==> images/wires.png <==
Scale bar: 50 µm. Only two layers are drawn.
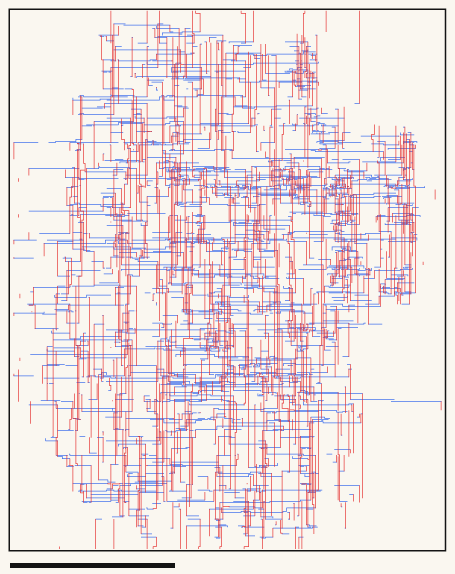
==> images/power_grid.png <==
Scale bar: 50 µm. Pins as bars on the die edge. Tap cells in grey.
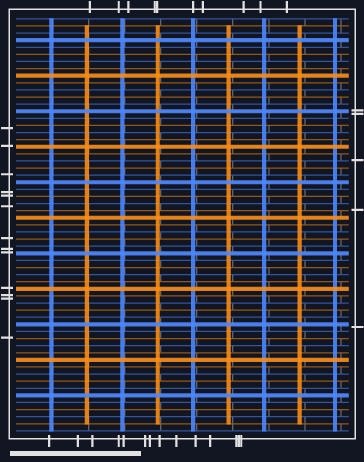
==> images/placement_by_type.png <==
Scale bar: 50 µm.
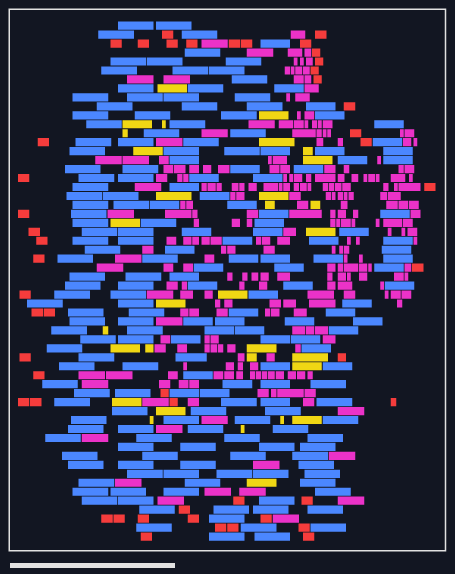
==> images/clk_routes.png <==
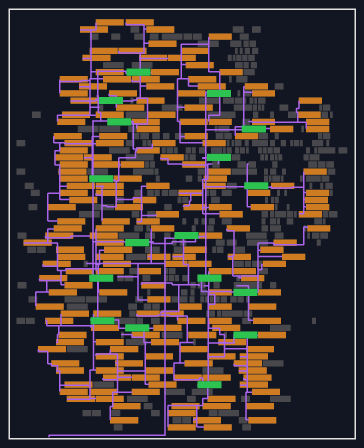
==> images/placement.png <==
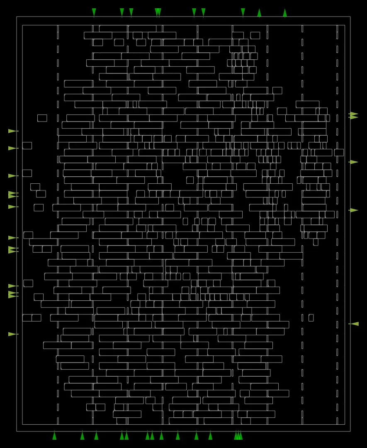
Design uart_word_sender, sky130hd; sources not shown.
==> flow_summary.toml <==
# yosys + openroad results
[status]
status = "completed"

[logic_synthesis]
yosys-stat-area_um2 = 8180
syn_area_um2 = 8180
flop_cell = "edfxtp_1"
edf_count = 132
ys_async_sr_fraction_pct = 33.3
ys_seq_share_pct = 68.7
ys_cells = 481
fp_nets = 528
yosysUniqueCellTypes = 54
synth-warning-count = 0
numSynthFlops = 198
syn_inst = 481
syn_area_per_cell_um2 = 17.0

[worst_setup_path]
cp-start-kind = "register"
worst_r2r_path_depth = 12
critPathTopFamily = "multiplexers"
worst-path-buf-inv = 1
path_depth = 4
worst_setup_path_end_kind = "output port"
rrSetupSlack_ns = 2.29
path_class = "register to output port"
cp.arrival_ns = 2.09
worstPathCellList = "mux4_2 > mux2i_1 > o21bai_1 > clkdlybuf4s50_1"
cp.required_ns = 4.32
crit_fanout = 6

[power_and_ir_drop]
comb_cell_power_w = 0.00127
seqPwrFrac_pct = 47.0
pwr-share-clk_pct = 26.4
p_leak_nw = 3.35
pg_clk_w = 0.00126
p_int_w = 0.00337
power_switching_w = 0.00140
power_top_consumer = "registers"
combPwrFrac_pct = 26.6
switching_share_pct = 29.3
pg_seq_w = 0.00224

[timing]
hold-worst-slack_ns = 0.512
setup_viol_count_final = 0
tightestPinTransition_ns = 0.942
period_minus_slack_ns = 3.17
fin_crit_sh_pct = 58.7
hold_viol = 0
grt_setup_unrepaired = "no"
tns_ns = 0
slew_violations = 0
timing.max_slew.rel_slack_pct = 37.0

[flow_run]
warnings = 30
drv_cap = 0

[global_routing]
overflow = 0
grt_antenna_before_repair = 0
grt_pass1_vias = 4552
grt_pass1_wl_um = 24600
grt_max_degree = 53

[cells_and_area]
seqCellArea_um2 = 5620
fin_nets = 571
nNonClkInverters = 10
seq_cells = 198
clkCellAreaFrac_pct = 6.20
area_growth_pct = 15.0
final_cells = 806
lay_top_cells = "edfxtp_1, dfrtp_1, clkdlybuf4s50_1, mux4_2, o21ai_0"
combAreaFraction_pct = 25.2
comb_cells = 249
antenna_cells = 0
layout.nonclk_buf_share_pct = 4.87
largest_cell_class = "flip-flops and latches"
drive_gt1_share_pct = 17.9
combGateArea_um2 = 2370
clock_buffers = 18
largest_reg_flops = 132
final_common_cell = "edfxtp_1"

[clock_network]
cts_resized = 0
cts_hold_buf = 0
numClockSinks = 198
clockBufferDepth = 2
cts_tree = "built"
cts_root_buf = "clkbuf_16"
cts_setup_buffers = 0
numCtsBuffers = 17
htree_levels = 4

[drt]
first_iter_violations = 329
postRouteAntennaNets = 0
via_per_inst = 5.31
drc = 0
drtPass1Iterations = 4

[floorplan]
dieArea_um2 = 21600
pin_count = 42
n_tap_cell = 270

[placed_design]
place_inst = 775
place.gp.congestion = 0.795
place_hpwl_um = 9690

[hold_path]
hold_path.class = "register to register"
whs_path_depth = 2
About wires.png:
Key: metal 2 = red [wire length 8080 µm]; metal 1 = blue [wire length 6540 µm]
vias: 4282
Tot GR Track Use: 15.5%
wire per inst: 18.9 µm
Post-Route WL: 15200 µm

About power_grid.png:
Key: VDD = orange; VSS = blue
9 straps on met4. 42 signal pins sit on the boundary. 11 straps on met5.
Die Span X: 132 µm
Peak VDD IR: 0.000341 V
CORE AREA: 20100 µm²
Die Height: 164 µm

About placement_by_type.png:
Key: remaining buffers and delay cells = red [cells 48, share of their area 5.1%]; combinational and other logic = magenta [cells 259, share of their area 27%]; sequential cells = blue [cells 198, share of their area 62%]; clock drivers and dummy loads = yellow [cells 31, share of their area 6.4%]
row count: 58
final core occ: 46.8%

About clk_routes.png:
Key: flip-flops = orange [count 198]; clock wires = purple [length 2090 µm]; clock drivers = green [count 17]
There are 18 routed clock nets.
Worst Skew: 0.00998 ns
worst skew pair latency: 0.43 ns

About placement.png:
sequential share of cell area: 59.7%
fill cell count: 1688

[worst min-delay path: cells and delay by family (launching register included)]
family | cells | cell delay, ns
AOI/OAI and AO/OA | 2 | 0.13
DFF | 1 | 0.34
[through the flow]
| step | total power (W) | cell area, µm² | setup slack, ns |
|---|---|---|---|
| 5_1_grt | 0.00502 | 9400 | 2.04 |
| 6_report | 0.00476 | 9400 | 2.23 |
| 2_1_floorplan | 0.00315 | 8180 | 2.83 |
| 4_1_cts | 0.00483 | 9400 | 2.18 |
| 3_5_place_dp | 0.00357 | 8820 | 2.29 |
| 3_3_place_gp | 0.00351 | 8820 | 2.43 |
[metal layers]
metal | track usage [%] | vias up | part of all wire (%) | wire length, µm
li1 | - | 1949 | - | -
met1 | 18.1 | 2260 | 43 | 6540
met2 | 26.8 | 54 | 53 | 8080
met3 | 2.56 | 19 | 2.0 | 303
met4 | 6.27 | 0 | 1.8 | 267
met5 | - | - | 0 | 0
[Yosys cell counts (9+ instances only)]
cell type	instances	area share [%]
nand3b_1	10	0.92
dfrtp_1	66	20
xnor2_1	10	1.1
buf_2	9	0.55
a22oi_1	16	1.5
mux4_2	35	9.6
ha_1	10	1.5
nor2_1	17	0.78
a21oi_1	16	0.98
o21ai_0	22	1.3
nand2_1	15	0.69
inv_1	9	0.41
mux2i_1	17	2.1
edfxtp_1	132	48
[cells by family (layout without fill, tap and decap cells)]
group                    count (synthesis)  after routing  share of synthesized area (%)
adder cells (fa/ha/maj)                 11             11                           1.77
multiplexers                            60             60                           12.8
XOR/XNOR                                15             15                           1.61
buffers and inverters                   34             89                           2.40
AND/OR/NAND/NOR                         85             85                           6.13
AND-OR/OR-AND                           78             78                           6.61
flip-flops                             198            198                           68.7
Power is estimated from default activity; no workload was simulated.
